`config.mk`:
```
export PLATFORM = sky130hd
export DESIGN_NAME = float_sub_seq
export DESIGN_NICKNAME = d
export VERILOG_FILES = /design/src/rtl/float_pkg.sv /design/src/rtl/float_sub_seq_shifter.sv /design/src/rtl/float_sub_seq.sv
export SDC_FILE = /design/constraint.sdc
export NUM_CORES = 1
export LEC_CHECK = 0
export CAP_MARGIN = 10
export CORE_UTILIZATION = 56
export CTS_CLUSTER_DIAMETER = 120
export DETAILED_ROUTE_END_ITERATION = 6
export GPL_ROUTABILITY_DRIVEN = 0
export GPL_TIMING_DRIVEN = 0
export PLACE_DENSITY = 0.8
export REMOVE_ABC_BUFFERS = 1
export SLEW_MARGIN = 20
export SYNTH_ARGS = -nofsm -noshare
export SYNTH_HDL_FRONTEND = slang
export SYNTH_SLANG_ARGS = --single-unit
export TNS_END_PERCENT = 20
```
`constraint.sdc`:
```
create_clock -name clk -period 3.5 [get_ports clk]
set_input_delay 0.7 -clock clk [delete_from_list [all_inputs] [get_ports clk]]
set_output_delay 0.7 -clock clk [all_outputs]
set_load 0.01 [all_outputs]
```
`src/rtl/float_pkg.sv`:
```
// -----------------------------------------------------------------------------
// float_pkg
// Shared definitions for the 8-bit mini-float arithmetic blocks.
//   Format: [7:5] unsigned exponent, [4:0] mantissa, no sign, no hidden bit.
//   value = mantissa * 2^exponent
// Contents:
//   EXP_W, MAN_W  - field widths (fixed at 3 and 5)
//   state_t       - sequencing states of float_sub_seq
//   mini_float_t  - packed {exp, man} view of a mini-float byte
// -----------------------------------------------------------------------------
package float_pkg;

    localparam int EXP_W = 3;
    localparam int MAN_W = 5;

    typedef enum logic [2:0] {
        IDLE  = 3'd0,
        ALIGN = 3'd1,
        SUB   = 3'd2,
        NORM  = 3'd3,
        DONE  = 3'd4
    } state_t;

    typedef struct packed {
        logic [EXP_W-1:0] exp;
        logic [MAN_W-1:0] man;
    } mini_float_t;

endpackage

```
`src/rtl/float_sub_seq_shifter.sv`:
```
// -----------------------------------------------------------------------------
// float_sub_seq_shifter
// Combinational logical barrel shifter used for operand alignment.
// Ports:
//   data      in  [W-1:0]    value to shift
//   amount    in  [SH_W-1:0] shift distance
//   direction in  1          1 = right shift, 0 = left shift (zero fill)
//   shifted   out [W-1:0]    shifted value; bits shifted out are lost
// -----------------------------------------------------------------------------
module float_sub_seq_shifter #(
    parameter int W    = 5,
    parameter int SH_W = 3
) (
    input  logic [W-1:0]    data,
    input  logic [SH_W-1:0] amount,
    input  logic            direction,
    output logic [W-1:0]    shifted
);

    assign shifted = direction ? (data >> amount) : (data << amount);

endmodule

```
`src/rtl/float_sub_seq.sv`:
```
// -----------------------------------------------------------------------------
// float_sub_seq
// Multi-cycle subtractor for the 8-bit mini-float format. Returns |a - b| as a
// normalized mini-float plus a sign flag. One operation in flight at a time.
// Sequence: IDLE -> ALIGN (1) -> SUB (1) -> NORM (k+1) -> DONE (until taken).
// Ports:
//   clk        in   rising-edge clock
//   rst        in   asynchronous, active-high reset
//   a_in       in   [7:0] minuend
//   b_in       in   [7:0] subtrahend
//   in_valid   in   operands valid
//   in_ready   out  high only in IDLE; accept on in_valid && in_ready
//   result     out  [7:0] |a - b|, normalized (8'h00 for a zero difference)
//   neg        out  1 when a - b < 0
//   out_valid  out  high only in DONE
//   out_ready  in   consumer takes the result
// -----------------------------------------------------------------------------
module float_sub_seq
    import float_pkg::*;
(
    input  logic       clk,
    input  logic       rst,
    input  logic [7:0] a_in,
    input  logic [7:0] b_in,
    input  logic       in_valid,
    output logic       in_ready,
    output logic [7:0] result,
    output logic       neg,
    output logic       out_valid,
    input  logic       out_ready
);

    state_t            state, state_next;

    mini_float_t       op_a, op_b;       // captured operands
    mini_float_t       large_q;          // operand with the larger exponent
    logic [MAN_W-1:0]  small_man_q;      // aligned mantissa of the other one
    logic              swapped_q;        // large_q came from b
    logic [MAN_W-1:0]  mag_q;            // |difference| mantissa, being normalized
    logic [EXP_W-1:0]  e_q;              // exponent of mag_q
    logic              neg_q;

    // ---------------------------------------------------------------- align
    // Equal exponents pick b as the large operand, same ordering as float_add.
    logic              a_larger;
    mini_float_t       large_c, small_c;
    logic [EXP_W-1:0]  exp_diff;
    logic [MAN_W-1:0]  small_man_c;

    assign a_larger = (op_a.exp > op_b.exp);
    assign large_c  = a_larger ? op_a : op_b;
    assign small_c  = a_larger ? op_b : op_a;
    assign exp_diff = large_c.exp - small_c.exp;

    float_sub_seq_shifter #(
        .W    (MAN_W),
        .SH_W (EXP_W)
    ) u_align (
        .data      (small_c.man),
        .amount    (exp_diff),
        .direction (1'b1),
        .shifted   (small_man_c)
    );

    // ----------------------------------------------------------------- sub
    // One extra bit catches the borrow; the magnitude is its two's complement
    // when the aligned small mantissa exceeds the large one.
    logic [MAN_W:0]    raw;
    logic              borrow;
    logic [MAN_W-1:0]  mag_c;

    assign raw    = {1'b0, large_q.man} - {1'b0, small_man_q};
    assign borrow = raw[MAN_W];
    assign mag_c  = borrow ? (MAN_W'(0) - raw[MAN_W-1:0]) : raw[MAN_W-1:0];

    // ---------------------------------------------------------------- norm
    // Shift left until the top mantissa bit is set, the exponent floors at
    // zero, or the magnitude is zero (nothing to normalize).
    logic norm_go;
    assign norm_go = !mag_q[MAN_W-1] && (e_q != '0) && (mag_q != '0);

    // ---------------------------------------------------------- state reg
    // NOTE: sequential state uses non-blocking assignments so every flop
    // samples the pre-edge values, regardless of block ordering.
    always_ff @(posedge clk or posedge rst) begin
        if (rst) state <= IDLE;
        else     state <= state_next;
    end

    // --------------------------------------------------- next state / outputs
    // NOTE: every signal gets a default at the top of the combinational block
    // so no path leaves it unassigned, which would infer a latch.
    always_comb begin
        state_next = state;
        in_ready   = 1'b0;
        out_valid  = 1'b0;
        case (state)
            IDLE: begin
                in_ready = 1'b1;
                if (in_valid) state_next = ALIGN;
            end
            ALIGN: state_next = SUB;
            SUB:   state_next = NORM;
            NORM:  if (!norm_go) state_next = DONE;
            DONE: begin
                out_valid = 1'b1;
                if (out_ready) state_next = IDLE;
            end
            default: state_next = IDLE;
        endcase
    end

    assign result = (mag_q == '0) ? 8'h00 : {e_q, mag_q};
    assign neg    = neg_q;

    // ------------------------------------------------------------ datapath
    // NOTE: the datapath registers are reset along with the state so that a
    // mid-operation reset clears result and neg immediately, not just out_valid.
    always_ff @(posedge clk or posedge rst) begin
        if (rst) begin
            op_a        <= '0;
            op_b        <= '0;
            large_q     <= '0;
            small_man_q <= '0;
            swapped_q   <= 1'b0;
            mag_q       <= '0;
            e_q         <= '0;
            neg_q       <= 1'b0;
        end else begin
            case (state)
                IDLE: begin
                    if (in_valid) begin
                        op_a <= a_in;
                        op_b <= b_in;
                    end
                end
                ALIGN: begin
                    large_q     <= large_c;
                    small_man_q <= small_man_c;
                    swapped_q   <= !a_larger;
                end
                SUB: begin
                    mag_q <= mag_c;
                    e_q   <= large_q.exp;
                    neg_q <= (mag_c == '0) ? 1'b0 : (swapped_q ^ borrow);
                end
                NORM: begin
                    if (norm_go) begin
                        mag_q <= mag_q << 1;
                        e_q   <= e_q - 1'b1;
                    end
                end
                default: ;
            endcase
        end
    end

endmodule

```
**Run 1: signal wires on met1**

Scale bar: 20 um. Supply wires on this layer in grey.
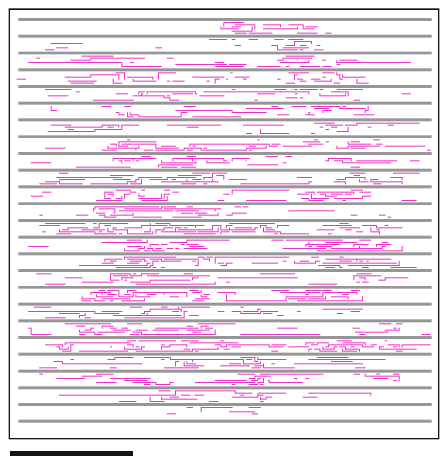
The layer carries 2250 um of wire. The layer holds 47% of the routed length.
via count: 2081
global-route met1 utilization: 0.2799
total wire length after detailed routing: 4788 um

**Run 1: gate families picked out**

Scale bar: 20 um.
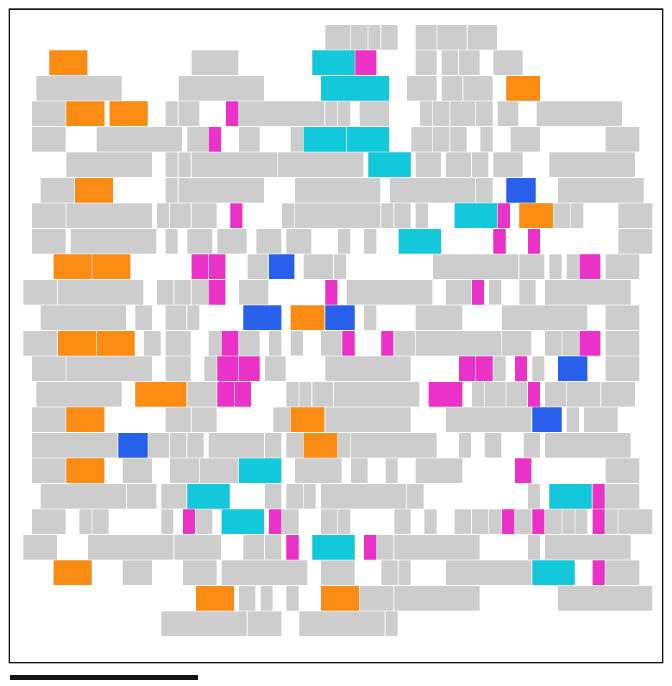
AND-OR and OR-AND gates: in blue, cells 7, most used a22o_1. NOR gates: in magenta, cells 36, most used nor2_1. adder and majority cells: in cyan, cells 13, most used ha_1. multiplexers: in orange, cells 19, most used mux2_2.
most common cell after layout, fill and taps aside: sky130_fd_sc_hd__dfrtp_1
final instance count without filler cells: 356

**Run 1: signal wires on met3**

Scale bar: 20 um.
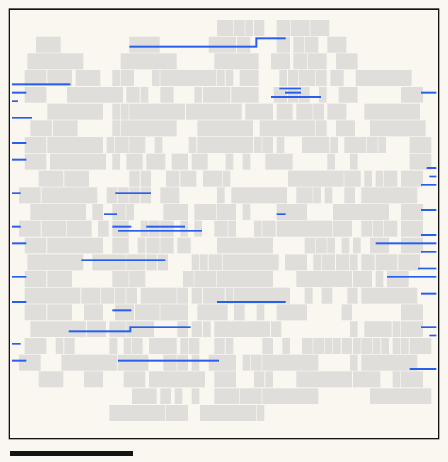
The wires run mostly horizontal. The layer carries 207 um of wire. The longest straight run is 20.5 um.
Global Route met3 Usage: 0.05523

**Run 1: track usage over the die**

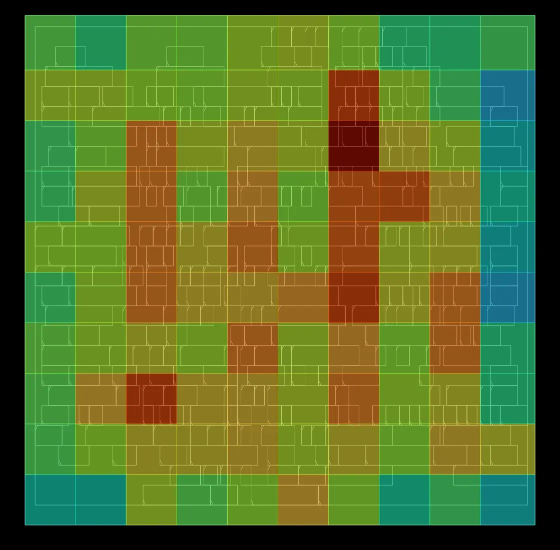
most congested layer reported by global routing: met2
average detailed-routed wire length per instance: 13.45 um
Final Util: 0.6749
combined global-route utilization of all metal layers: 0.2231
met2 routing resource usage after global routing: 0.3668

==> summary.txt, run 1 <==
Results of the implementation run.

The tally of nets with antenna violations remaining after routing is 0. The worst register-to-register path begins at op_a[7]$_DFFE_PP0P_. The critical path is of the reg -> reg type.

The number of global-route vias before repair is 1849. The area share of buffers outside the clock network came out at 0.1108. Across all stage logs, warnings added up to 25. TritonCTS reports the number of clock sinks as 42. The number of clock buffers in the layout is 5.

The share of layout cells above drive strength 1 came out at 0.1020. By count the netlist is led by sky130_fd_sc_hd__dfrtp_1 (42), sky130_fd_sc_hd__nand2_1 (34), sky130_fd_sc_hd__nor2_1 (22). The mean cell area of the mapped netlist came out at 9.028 um^2. The async set-or-reset flop fraction in the synthesized netlist came out at 1.000.

The relative max-transition margin is 0.5075. The launch point of the critical path is op_a[7]$_DFFE_PP0P_. The depth of the most critical reg-to-reg path is 12. The transition time recorded at the tightest slew-check pin is 0.7388 ns.

The total cells reported by yosys after synthesis came out at 283. The synthesized netlist occupies a cell area of 2555 um^2. In the final timing run, aggregate negative setup slack is 0 ns. The share of Yosys cell area claimed by the top area cell type came out at 0.4114.

The tightest min-delay check is of the reg -> reg type. STA classifies the critical path endpoint as a register. The die is 69.55 um tall. Buffers inserted during clock tree synthesis total 5.

For this run, the detailed router reports a per-instance via density of 5.846. The placement report lists the number of port buffers as 30. Counting stages on the worst path, the most repeated cell is sky130_fd_sc_hd__ha_1. The multi-input logic cell count came out at 205. The count of instances resized after the clock tree is built is 0. The worst clock skew came out at 0.004698 ns. After floorplanning, the core was divided into 24 placement rows. By area, the class that comes first in the final layout consists of logic gates. The final count of pins violating max slew came out at 0. In the detailed route, the total length drawn on met2 is 2246 um.

The wire length on met3 is 206 um. Recorded from the global router log, the overflow total was 0. The number of nets in the layout came out at 336. The run finished with clean final reports. Of all the cell area in the finished design, the clock network holds 0.03044.

Setup repair after global routing left no endpoint under its margin. The post-route worst hold slack is 0.4828 ns. The estimated wirelength of the detail-placed design is 3566 um. The floorplan step records an initial core utilization of 0.5828.

The core area came out at 4384 um^2. The share of the Yosys chip area taken by registers is 0.4114. Sorting the synthesized cells by area gives the leading types as sky130_fd_sc_hd__dfrtp_1 (41%), sky130_fd_sc_hd__ha_1 (5.9%), sky130_fd_sc_hd__mux2_2 (5.7%).

For the finished layout, the period the worst path requires is 3.245 ns. The clock input transition at the sequential cells of the worst setup and hold paths is 0.08 ns. The synthesized design contains 0 enable-type register cells.

The synthesis stats list as the most numerous cell sky130_fd_sc_hd__dfrtp_1. The post-CTS setup buffer count came out at 0.

The largest area contributor in the synthesized netlist is sky130_fd_sc_hd__dfrtp_1. The worst setup path endpoint is small_man_q[0]$_DFFE_PP0P_. Counting the inverters off the clock network in the layout gives 18.
-- run 1: worst register-to-register path, stage by stage, from the launching register on --
cell	delay, ns
sky130_fd_sc_hd__dfrtp_1	0.40
sky130_fd_sc_hd__ha_1	0.51
sky130_fd_sc_hd__nand3b_2	0.17
sky130_fd_sc_hd__and2_4	0.21
sky130_fd_sc_hd__nor2_2	0.42
sky130_fd_sc_hd__and3_1	0.22
sky130_fd_sc_hd__a21oi_1	0.04
sky130_fd_sc_hd__ha_1	0.21
sky130_fd_sc_hd__a22oi_1	0.21
sky130_fd_sc_hd__o211ai_1	0.13
sky130_fd_sc_hd__a21oi_2	0.29
sky130_fd_sc_hd__a311oi_1	0.08
sky130_fd_sc_hd__o31ai_1	0.25
-- run 1: logic make-up (layout without fill, tap and decap cells) --
kind of cell | count (synthesis) | count (layout) | synth area share
AND-OR/OR-AND | 74 | 74 | 0.1861
XOR/XNOR | 7 | 7 | 0.02400
adder cells (fa/ha/maj) | 13 | 13 | 0.06660
buffers and inverters | 36 | 57 | 0.06024
flip-flops | 42 | 42 | 0.4114
multiplexers | 19 | 19 | 0.08276
AND/OR/NAND/NOR | 92 | 92 | 0.1690
-- run 1: metrics by stage --
| stage | area [um^2] | setup WS (ns) |
|---|---|---|
| after floorplan | 2469 | 0.6565 |
| after global placement | 2834 | 0.1217 |
| after global routing | 2959 | 0.07246 |
| after detailed placement | 2867 | 0.07056 |
| after CTS | 2957 | 0.02368 |
| final | 2959 | 0.2554 |
==> run 2: changes to the inputs <==
- SYNTH_HIERARCHICAL: not set -> 1
- clock period: 3.5 -> 3.3 ns (I/O delays scaled with it)
==> summary.txt, run 2 <==
Results of the implementation run.

The reg-to-reg setup timing slack came out at 0.17 ns. The launch point of the critical path is op_b[6]$_DFFE_PP0P_. The pre-CTS worst setup slack came out at 0.06120 ns (-0.009353 ns). The number of remaining DRC errors came out at 0.

The post-CTS setup buffer count is 0 (unchanged). The sequential area share after synthesis is 0.3962 (-0.01513). After the first detailed-routing iteration, the DRC count stood at 98. The area of the chip came out at 5016 um^2. The routed wire length on met2 is 2397 um (+6.7%). The shortest clock period the worst path allows after layout was 3.130 ns (-0.1145 ns).

The detailed-route vias per instance came out at 5.624 (-3.8%). The clock sink count is 42 (unchanged). The critical path maximum fanout is 11. The summed instance area of the synthesized netlist is 2653 um^2 (+3.8%). The maximum buffer depth of the clock tree came out at 2. The synthesized flop and latch total came out at 42.

The overall via count from detail_route is 1974 (-5.1%). The total cells reported by yosys after synthesis came out at 272 (-3.9%). The number of clock buffers in the layout came out at 7 (+2). In this run the critical register-to-register path is launched from op_b[6]$_DFFE_PP0P_. The clock latency on the worst-skew pair came out at 0.29 ns. The core area came out at 4444 um^2 (+1.4%).

The busiest layer in global routing is met2. The final count of pins violating max slew is 0 (unchanged). The number of buffers inserted for hold repair after clock tree synthesis came out at 0. The die boundary width came out at 70.83 um. The path type of the worst setup path is reg -> reg. The relative max-transition margin came out at 0.3756 (-0.1319).

The global-route usage over all layers is 0.2106 (-0.01256). Leaving out fill and tap cells, the most frequent cell in the layout is sky130_fd_sc_hd__dfrtp_1. Of all cell types, the one taking the most synthesized area is sky130_fd_sc_hd__dfrtp_1. The wire length on met3 is 149 um (-28%).

The largest registers in the layout are large_q: 8 flops, op_a: 8 flops, op_b: 8 flops. The cell kind with the greatest summed area is logic gates. The count of instances resized after the clock tree is built came to 1 (+1).

The clock input transition at the sequential cells of the worst setup and hold paths came out at 0.08 ns (about the same). The share of cell area taken by multi-input logic gates came out at 0.4676. The number of buffers created by CTS was 5 (unchanged).

The estimated wirelength of the detail-placed design is 3554 um (-0.35%). The setup slack after layout was 0.1698 ns (-0.08552 ns). The sort of element at the end of the critical path is a register. The count of unique library cells instantiated by Yosys is 57. The number of non-clock inverters in the layout is 18 (unchanged).

The highest achievable clock rate came out at 319.5 MHz. The number of nets in the layout is 331 (-1.5%). The final design utilization came out at 0.6948 (+0.01988). The worst clock skew is 0.006813 ns (+0.002115 ns). The portion of the layout cell area used by clock cells is 0.02958 (-0.0008653). Yosys instantiated no cell more often than sky130_fd_sc_hd__dfrtp_1. The depth of the most critical reg-to-reg path is 13 (+1). The met2 usage is 0.3483 (-0.01848). The share of layout cells above drive strength 1 is 0.1639 (+0.06191).

The number of warnings in the stage logs came out at 25 (unchanged). The count of endpoints failing setup in the final report came out at 0. Setup repair after global routing left no endpoint under its margin. After synthesis, the cell types taking the most area are sky130_fd_sc_hd__dfrtp_1 (40%), sky130_fd_sc_hd__mux2_2 (7.6%), sky130_fd_sc_hd__ha_1 (5.7%).

Pin placement for this block handled 31 I/O pins. The count of port buffers added during placement came out at 30 (unchanged). For the worst reg-to-reg path, the endpoint reported by OpenROAD is small_man_q[1]$_DFFE_PP0P_. The async set-or-reset flop fraction in the synthesized netlist is 1.000 (unchanged). The number of enable flip-flop cells came out at 0 (unchanged). The aggregate global routing overflow came out at 0 (unchanged). The number of rows created at floorplan came to 24 (unchanged). The number of global-route vias before repair came out at 1862 (+0.70%). Ranked by instance count, the synthesized netlist is headed by sky130_fd_sc_hd__dfrtp_1 (42), sky130_fd_sc_hd__nor2_1 (24), sky130_fd_sc_hd__nand2_1 (22). The met3 track utilization from global routing came out at 0.03561 (-0.01962). The final wirelength came to 4827 um (+0.81%).

The die extent in y came to 70.83 um (+1.8%). The worst setup path endpoint is small_man_q[1]$_DFFE_PP0P_. The area share of buffers outside the clock network came out at 0.1195 (+0.008748).

The min-delay analysis places its worst path in the category reg -> reg. The mean cell area of the mapped netlist is 9.752 um^2 (+8.0%). The multi-input logic cell count came out at 194 (-5.4%).

The share of Yosys cell area claimed by the top area cell type came out at 0.3962 (-0.01513). The slew at the pin closest to its max-slew limit came to 0.9356 ns (+0.1968 ns). The run finished with clean final reports. The tally of nets with antenna violations remaining after routing is 0 (unchanged). The initial core utilization is 0.5968 (+0.01408). The launch point of the worst min-delay path is recorded as e_q[1]$_DFFE_PP0P_.
run 2: cell count changes in the layout (fill, tap and decap cells not counted), sizes merged, moves of 6 or more:
cell / change
nand2: -11
mux2i: +8
mux2: +6
buf: +6
a31oi: -9
run 2: metrics by stage:
stage                     setup TNS, ns  hold WS [ns]  instance area, um^2  std cells
final                                 0        0.4844                 3088        351
after global routing                  0        0.5155                 3088        351
after CTS                             0        0.4902                 3053        347
after detailed placement              0        0.4713                 2954        339
after global placement           -9.389        0.4591                 2897        336
after floorplan                 -0.5743        0.4498                 2531        254
run 2: worst max-delay path, cell delays in order, from the launching register on:
cell                       delay (ns)
sky130_fd_sc_hd__dfrtp_1         0.37
sky130_fd_sc_hd__inv_1           0.08
sky130_fd_sc_hd__ha_1            0.34
sky130_fd_sc_hd__nor2b_1         0.16
sky130_fd_sc_hd__o21ai_0         0.11
sky130_fd_sc_hd__a32oi_2         0.36
sky130_fd_sc_hd__buf_4           0.18
sky130_fd_sc_hd__buf_6           0.16
sky130_fd_sc_hd__mux2_2          0.39
sky130_fd_sc_hd__mux2_1          0.30
sky130_fd_sc_hd__a221oi_1        0.27
sky130_fd_sc_hd__nor3b_1         0.10
sky130_fd_sc_hd__nand2_1         0.08
sky130_fd_sc_hd__o21ai_0         0.08
run 2: logic make-up (layout without fill, tap and decap cells):
family,Yosys count,count (layout),synth area share
other cells,1,1,0.001414
xor+xnor,8,8,0.03349
compound gates,58,58,0.1368
fa+ha+maj,13,13,0.06415
simple gates,80,80,0.1543
buf+inv,36,63,0.07122
flops,42,42,0.3962
mux,34,34,0.1424
**Run 2: track usage over the die**

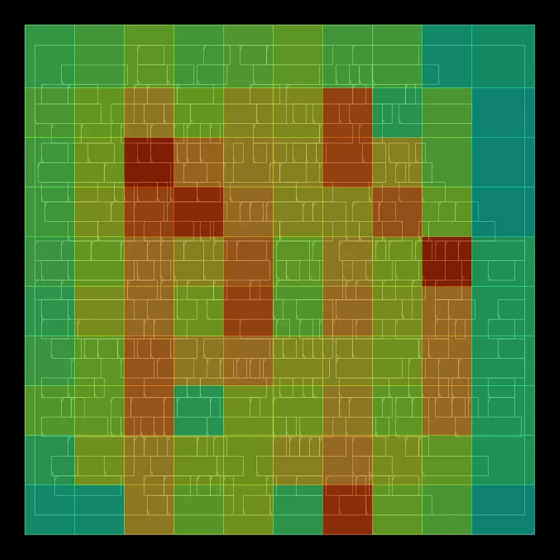
average detailed-routed wire length per instance: 13.75 um
global-route met1 utilization: 0.2795

==> run 3: changes to the inputs <==
- REMOVE_ABC_BUFFERS: 1 -> not set
==> summary.txt, run 3 <==
Results of the implementation run.

The global-route usage over all layers is 0.2274 (+0.01687). The count of endpoints failing setup in the final report came to 0 (unchanged). The clock input transition at the sequential cells of the worst setup and hold paths was 0.08 ns (about the same). The shortest clock period the worst path allows after layout came out at 3.017 ns (-0.1128 ns).

The detailed-route vias per instance is 5.523 (-1.8%). The most frequent cell after synthesis is sky130_fd_sc_hd__dfrtp_1. The final design utilization came to 0.7123 (+0.01746). The met3 track utilization from global routing came out at 0.03846 (+0.002849). The largest fanout on the critical path is 10 (-1).

The met2 usage is 0.4081 (+0.05983). The number of enable flip-flop cells is 0 (unchanged). The count of unique library cells instantiated by Yosys came to 57 (unchanged). The cell with the biggest individual delay on the critical path is sky130_fd_sc_hd__dfrtp_1. The sequential area share after synthesis was 0.3962 (unchanged).

The slew at the pin closest to its max-slew limit is 0.6184 ns (-0.3172 ns). The number of rows created at floorplan came to 24 (unchanged). The met1 capacity usage during global routing is 0.2754 (-0.004106). The wire length on met3 is 138 um (-7.4%). The routed wire length per instance is 14.06 um (+2.2%). The total cells reported by yosys after synthesis is 272 (unchanged). The largest registers in the layout are large_q: 8 flops, op_a: 8 flops, op_b: 8 flops. The flow ran to the end, and the final reports show no timing, DRC or antenna violations. The core area is 4444 um^2 (unchanged). met2 is the most crowded layer.

The number of warnings in the stage logs is 26 (+4.0%). The total buffers and inverters traversed by the critical path came to 3 (unchanged). The maximum single-stage delay on the critical path came out at 0.44 ns (+0.05 ns). The report lists the cells along the critical path as ha_1, nor2b_1, o21ai_0, a32oi_1, buf_4, buf_6, nor2_1, a21oi_1, ha_1, a21oi_1, xnor2_1, clkbuf_8, a211oi_1, o32ai_1, o21a_1, mux2_2. The most critical min-delay path falls under reg -> reg. Yosys attributes the largest share of cell area to sky130_fd_sc_hd__dfrtp_1 (40%), sky130_fd_sc_hd__mux2_2 (7.6%), sky130_fd_sc_hd__ha_1 (5.7%).

The most common library cell in the layout ignoring fill and taps is sky130_fd_sc_hd__dfrtp_1. The mean cell area of the mapped netlist was 9.752 um^2 (unchanged). The die extent in y is 70.83 um (unchanged). The synthesis run shows the most used standard cells to be sky130_fd_sc_hd__dfrtp_1 (42), sky130_fd_sc_hd__nor2_1 (24), sky130_fd_sc_hd__nand2_1 (22).
-- run 3: cells by family (layout without fill, tap and decap cells) --
family / after synthesis / after routing / share of synthesized area
and+or+nand+nor: 80 / 80 / 0.1543
other: 1 / 1 / 0.001414
muxes: 34 / 34 / 0.1424
adders and majority gates: 13 / 13 / 0.06415
xor gates and xnor gates: 8 / 8 / 0.03349
DFF: 42 / 42 / 0.3962
AOI/OAI and AO/OA: 58 / 58 / 0.1368
buffers and inverters: 36 / 77 / 0.07122
-- run 3: layout make-up --
class                   instances  area, um^2  area share
flip-flops and latches         42        1051      0.3320
multi-input cells             194        1413      0.4462
repair buffers                 33       335.3      0.1059
plain buffers                  18       123.9     0.03913
well taps                      52       65.06     0.02055
inverters                      18       67.56     0.02134
clock buffers                   8       110.1     0.03478
-- run 3: final timing paths --
path                                          start                         end  cells past startpoint
worst max-delay path            op_a[6]$_DFFE_PP0P_  small_man_q[0]$_DFFE_PP0P_                     16
worst min-delay path             e_q[2]$_DFFE_PP0P_          e_q[2]$_DFFE_PP0P_                      2
worst max register to register  op_a[6]$_DFFE_PP0P_  small_man_q[0]$_DFFE_PP0P_                     16
worst min register to register   e_q[2]$_DFFE_PP0P_          e_q[2]$_DFFE_PP0P_                      2
max in group asynchronous                       rst      large_q[2]$_DFFE_PP0P_                      3
min in group asynchronous                       rst         op_a[6]$_DFFE_PP0P_                      2
-- run 3: timing repair --
item                                    in CTS  in global routing
endpoints found under the hold margin        0                  0
resized                                      0                  2
setup buffers                                0                  2
endpoints found under the setup margin       0                  1
**Run 3: gate families picked out**

Scale bar: 20 um.
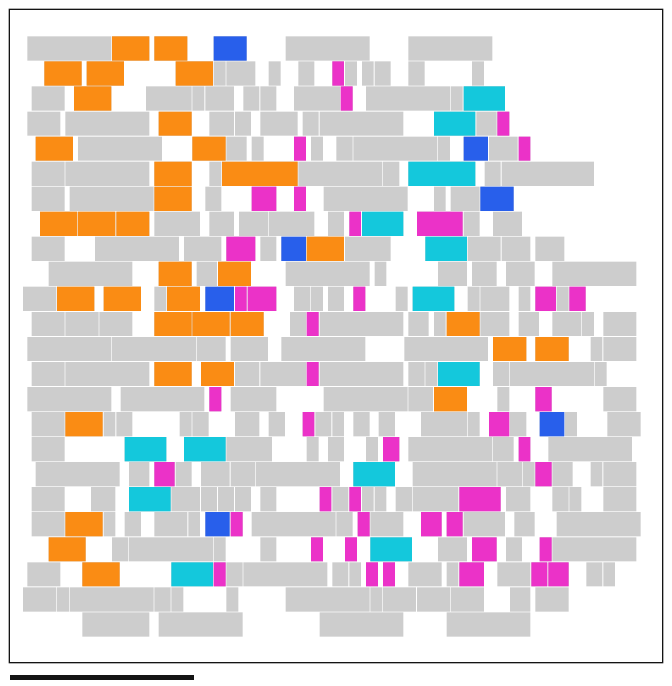
AND-OR and OR-AND gates: in blue, cells 7, most used a21o_1. adder and majority cells: in cyan, cells 13, most used ha_1. multiplexers: in orange, cells 34, most used mux2_2. NOR gates: in magenta, cells 42, most used nor2_1.
logic gate fraction of the total cell area: 0.4462
final instance count without filler cells: 365

